File: src/rtl/seq_alu.sv
// Multi-cycle arithmetic unit: add, sub, radix-2 Booth signed multiply, and restoring unsigned divide.
// Operands enter and the 2W-bit result leaves through valid/ready handshakes, with one operation in flight.
module seq_alu #(
    parameter int W = 8
) (
    input  logic         clk,
    input  logic         rst,
    input  logic         in_valid,
    output logic         in_ready,
    input  logic [1:0]   op,
    input  logic [W-1:0] a_in,
    input  logic [W-1:0] b_in,
    output logic         out_valid,
    input  logic         out_ready,
    output logic [W-1:0] res_hi,
    output logic [W-1:0] res_lo,
    output logic         div_by_zero,
    output logic         busy,
    output logic [1:0]   state_o
);
    // Handshakes: a transfer happens on a rising edge where valid and ready are both high.
    // in_ready is high only in IDLE, and out_valid is high only in DONE. The result is
    // held stable until it is taken. Neither ready nor valid depends combinationally on
    // the other side.
    localparam int CW = $clog2(W) + 1;
    localparam logic [CW-1:0] LAST = CW'(W - 1);
    localparam logic [1:0] OP_ADD = 2'd0, OP_SUB = 2'd1, OP_MUL = 2'd2, OP_DIV = 2'd3;

    typedef enum logic [1:0] {IDLE = 2'd0, CALC = 2'd1, DONE = 2'd2} state_t;

    state_t        state_q, state_d;
    logic [1:0]    op_q, op_d;
    logic [W-1:0]  m_q, m_d;        // A: multiplicand / dividend / add operand
    logic [W-1:0]  d_q, d_d;        // B: divisor / add operand
    logic [W:0]    acc_q, acc_d;    // Booth accumulator or partial remainder
    logic [W-1:0]  qr_q, qr_d;      // Booth multiplier or quotient shift register
    logic          qm1_q, qm1_d;
    logic [CW-1:0] cnt_q, cnt_d;
    logic [W-1:0]  hi_q, hi_d, lo_q, lo_d;
    logic          dbz_q, dbz_d;

    logic [W:0]    m_ext, booth_sum, booth_acc, r_sh, r_diff, div_r, addsub;
    logic [W-1:0]  booth_q, div_q;

    always_ff @(posedge clk or posedge rst) begin
        if (rst) begin
            state_q <= IDLE;
            op_q    <= '0;
            m_q     <= '0;
            d_q     <= '0;
            acc_q   <= '0;
            qr_q    <= '0;
            qm1_q   <= 1'b0;
            cnt_q   <= '0;
            hi_q    <= '0;
            lo_q    <= '0;
            dbz_q   <= 1'b0;
        end else begin
            state_q <= state_d;
            op_q    <= op_d;
            m_q     <= m_d;
            d_q     <= d_d;
            acc_q   <= acc_d;
            qr_q    <= qr_d;
            qm1_q   <= qm1_d;
            cnt_q   <= cnt_d;
            hi_q    <= hi_d;
            lo_q    <= lo_d;
            dbz_q   <= dbz_d;
        end
    end

    always_comb begin
        state_d = state_q;
        op_d    = op_q;
        m_d     = m_q;
        d_d     = d_q;
        acc_d   = acc_q;
        qr_d    = qr_q;
        qm1_d   = qm1_q;
        cnt_d   = cnt_q;
        hi_d    = hi_q;
        lo_d    = lo_q;
        dbz_d   = dbz_q;

        m_ext = {m_q[W-1], m_q};
        case ({qr_q[0], qm1_q})
            2'b01:   booth_sum = acc_q + m_ext;
            2'b10:   booth_sum = acc_q - m_ext;
            default: booth_sum = acc_q;
        endcase
        booth_acc = {booth_sum[W], booth_sum[W:1]};
        booth_q   = {booth_sum[0], qr_q[W-1:1]};

        // A remainder below D, shifted left once, still fits in W+1 bits, so bit W is the sign of the trial difference.
        r_sh   = {acc_q[W-1:0], qr_q[W-1]};
        r_diff = r_sh - {1'b0, d_q};
        if (r_diff[W]) begin
            div_r = r_sh;
            div_q = {qr_q[W-2:0], 1'b0};
        end else begin
            div_r = r_diff;
            div_q = {qr_q[W-2:0], 1'b1};
        end

        if (op_q == OP_SUB) addsub = {m_q[W-1], m_q} - {d_q[W-1], d_q};
        else                addsub = {m_q[W-1], m_q} + {d_q[W-1], d_q};

        case (state_q)
            IDLE: begin
                if (in_valid) begin
                    state_d = CALC;
                    op_d    = op;
                    m_d     = a_in;
                    d_d     = b_in;
                    acc_d   = '0;
                    qr_d    = (op == OP_MUL) ? b_in : a_in;
                    qm1_d   = 1'b0;
                    cnt_d   = '0;
                end
            end
            CALC: begin
                case (op_q)
                    OP_MUL: begin
                        acc_d = booth_acc;
                        qr_d  = booth_q;
                        qm1_d = qr_q[0];
                        cnt_d = cnt_q + 1'b1;
                        if (cnt_q == LAST) begin
                            hi_d    = booth_acc[W-1:0];
                            lo_d    = booth_q;
                            dbz_d   = 1'b0;
                            state_d = DONE;
                        end
                    end
                    OP_DIV: begin
                        if (d_q == '0) begin
                            hi_d    = m_q;
                            lo_d    = '1;
                            dbz_d   = 1'b1;
                            state_d = DONE;
                        end else begin
                            acc_d = div_r;
                            qr_d  = div_q;
                            cnt_d = cnt_q + 1'b1;
                            if (cnt_q == LAST) begin
                                hi_d    = div_r[W-1:0];
                                lo_d    = div_q;
                                dbz_d   = 1'b0;
                                state_d = DONE;
                            end
                        end
                    end
                    default: begin
                        hi_d    = {W{addsub[W]}};
                        lo_d    = addsub[W-1:0];
                        dbz_d   = 1'b0;
                        state_d = DONE;
                    end
                endcase
            end
            DONE: begin
                if (out_ready) state_d = IDLE;
            end
            default: state_d = IDLE;
        endcase
    end

    assign in_ready    = (state_q == IDLE);
    assign out_valid   = (state_q == DONE);
    assign busy        = (state_q != IDLE);
    assign res_hi      = hi_q;
    assign res_lo      = lo_q;
    assign div_by_zero = dbz_q;
    assign state_o     = state_q;
endmodule

File: config.mk
export PLATFORM = sky130hd
export DESIGN_NAME = seq_alu
export DESIGN_NICKNAME = d
export VERILOG_FILES = /design/src/rtl/seq_alu.sv
export SDC_FILE = /design/constraint.sdc
export NUM_CORES = 1
export LEC_CHECK = 0
export CAP_MARGIN = 20
export CORE_MARGIN = 3
export CORE_UTILIZATION = 40
export DETAILED_ROUTE_END_ITERATION = 12
export DONT_BUFFER_PORTS = 1
export HOLD_SLACK_MARGIN = 0.02
export PLACE_DENSITY_LB_ADDON = 0.25
export SYNTH_ARGS = -nofsm -noshare
export SYNTH_HDL_FRONTEND = slang
export SYNTH_SLANG_ARGS = --single-unit
File: constraint.sdc
create_clock -name clk -period 4.8 [get_ports clk]
set_input_delay 0.48 -clock clk [delete_from_list [all_inputs] [get_ports clk]]
set_output_delay 0.48 -clock clk [all_outputs]
set_load 0.02 [all_outputs]
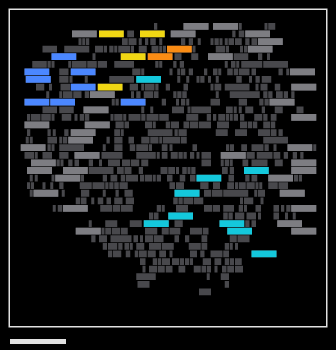
registers.png
Bar = 20 um.
| color | netlist name | flops |
|---|---|---|
| cyan | `acc_q` | 9 |
| orange | `op_q` | 2 |
| yellow | `cnt_q` | 4 |
| blue | `qr_q` | 8 |

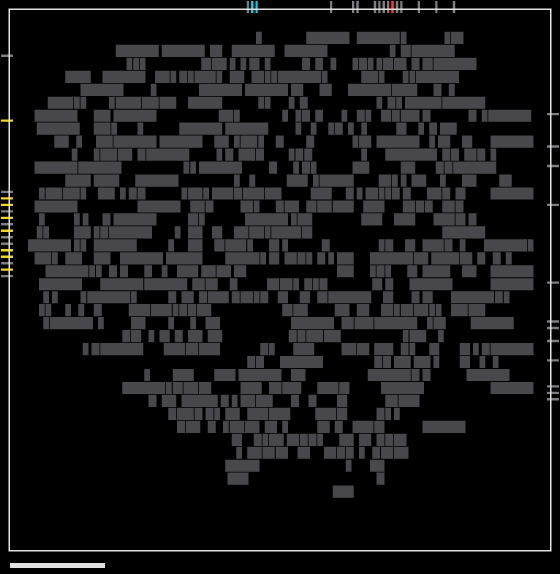
pins.png
Bar = 20 um. Pins as bars across the die edge, other pins in gray.
| color | port | pins | direction | edge |
|---|---|---|---|---|
| yellow | `b_in` | 8 | input | left |
| cyan | `op` | 2 | input | top |
| red | `busy` | 1 | output | top |
all pins by edge: 16 left, 16 top, 12 right

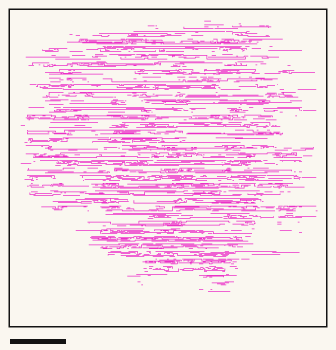
met1.png
Bar = 20 um.
nets with wire on the layer: 550
wire length on this layer: 6520 um
share of all routed wire: 51%
main direction: horizontal

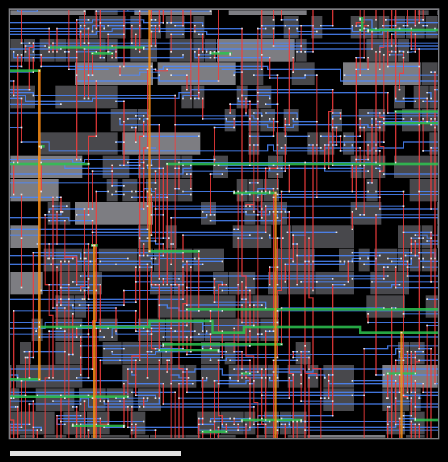
zoom.png
Bar = 20 um. Region (32, 54) to (82, 104) um. Cells in gray, sequential cells in the stronger gray; small squares are vias.
| color | layer |
|---|---|
| blue | met1 |
| green | met3 |
| red | met2 |
| orange | met4 |
sequential cells in the window: 9
cells with their middle in the window: 175
most frequent: nand2_1 (29), nor2_1 (22), inv_1 (14)
netlist names of flops here include: `cnt_q` (2), `op_q` (2)

==> summary.txt <==
Results of an implementation run.

The flow ran to the end, and the final reports show no timing, DRC or antenna violations. The utilization after layout is 0.449. The share of the final layout cell area in multi-input gates is 0.585.

After synthesis, the mean cell area works out to 8.53 um2. The height of the die is 113 um. The via count is 3860. The final period demand of the worst path is 3.59 ns.

The final timing report lists a hold violation count of 0. The post-route clock skew is 0.00378 ns.

In the final layout, excluding clock inverters the inverter count is 22. The flip-flop and latch count after synthesis is 59. The area growth from synthesis to layout is 7.50%.

The post-place setup slack is 1.32 ns. The cell at the root of the clock tree is clkbuf_16. Per STA, the endpoint of the critical path is res_hi[7]. The cell class contributing the biggest share of worst-path delay is AND-OR/OR-AND gates. The post-layout period usage of the worst path is 0.749. The number of antenna violations at the first check in global routing was 0.

The register area share after synthesis is 0.321. OpenSTA lists the critical path startpoint as qr_q[7]. The relative slew slack is 0.301. The report lists the cells along the critical path as inv_1, ha_1, inv_1, fa_1, a211oi_1, o21ai_0, a31o_2, a21o_1, ha_1, mux2i_1, a211oi_1, o32a_1. Measured on the final layout, the clock distribution area share stands at 0.0546. Per the Yosys statistics, synthesis produced 540 cells. The simple-gate share of the synthesized area is 0.193. The clock passes through at most 2 buffers. Once layout is done, the placed cells without fillers occupy 4950 um2. Counting flops with an async set or reset pin after synthesis yields a share of 1.00. The DRC violation total left in the routed layout is recorded as 0. The detailed router reports a met2 wire length of 5330 um.

The number of buffers added for setup after CTS is 0. The worst setup slack after layout is 1.21 ns. The pin closest to its max-slew limit shows a slew of 1.05 ns. The number of antenna diodes is 0. STA classifies the critical path startpoint as a flop. The cell area after placement is 4670 um2. The total of max-cap violations is 0. The biggest slice of the area belongs to logic gates.
==> cells in the mapped netlist, types with 7 or more instances <==
| cell | instances |
|---|---|
| a211oi_1 | 8 |
| xor2_1 | 7 |
| nor3_1 | 7 |
| a21oi_1 | 35 |
| nor2b_1 | 8 |
| nand2_1 | 78 |
| nor2_1 | 49 |
| o21ai_0 | 46 |
| a31oi_1 | 8 |
| xnor2_1 | 22 |
| mux2i_1 | 26 |
| inv_1 | 22 |
| o211ai_1 | 7 |
| nand3_1 | 12 |
| dfrtp_1 | 59 |
| ha_1 | 29 |
| clkbuf_1 | 19 |
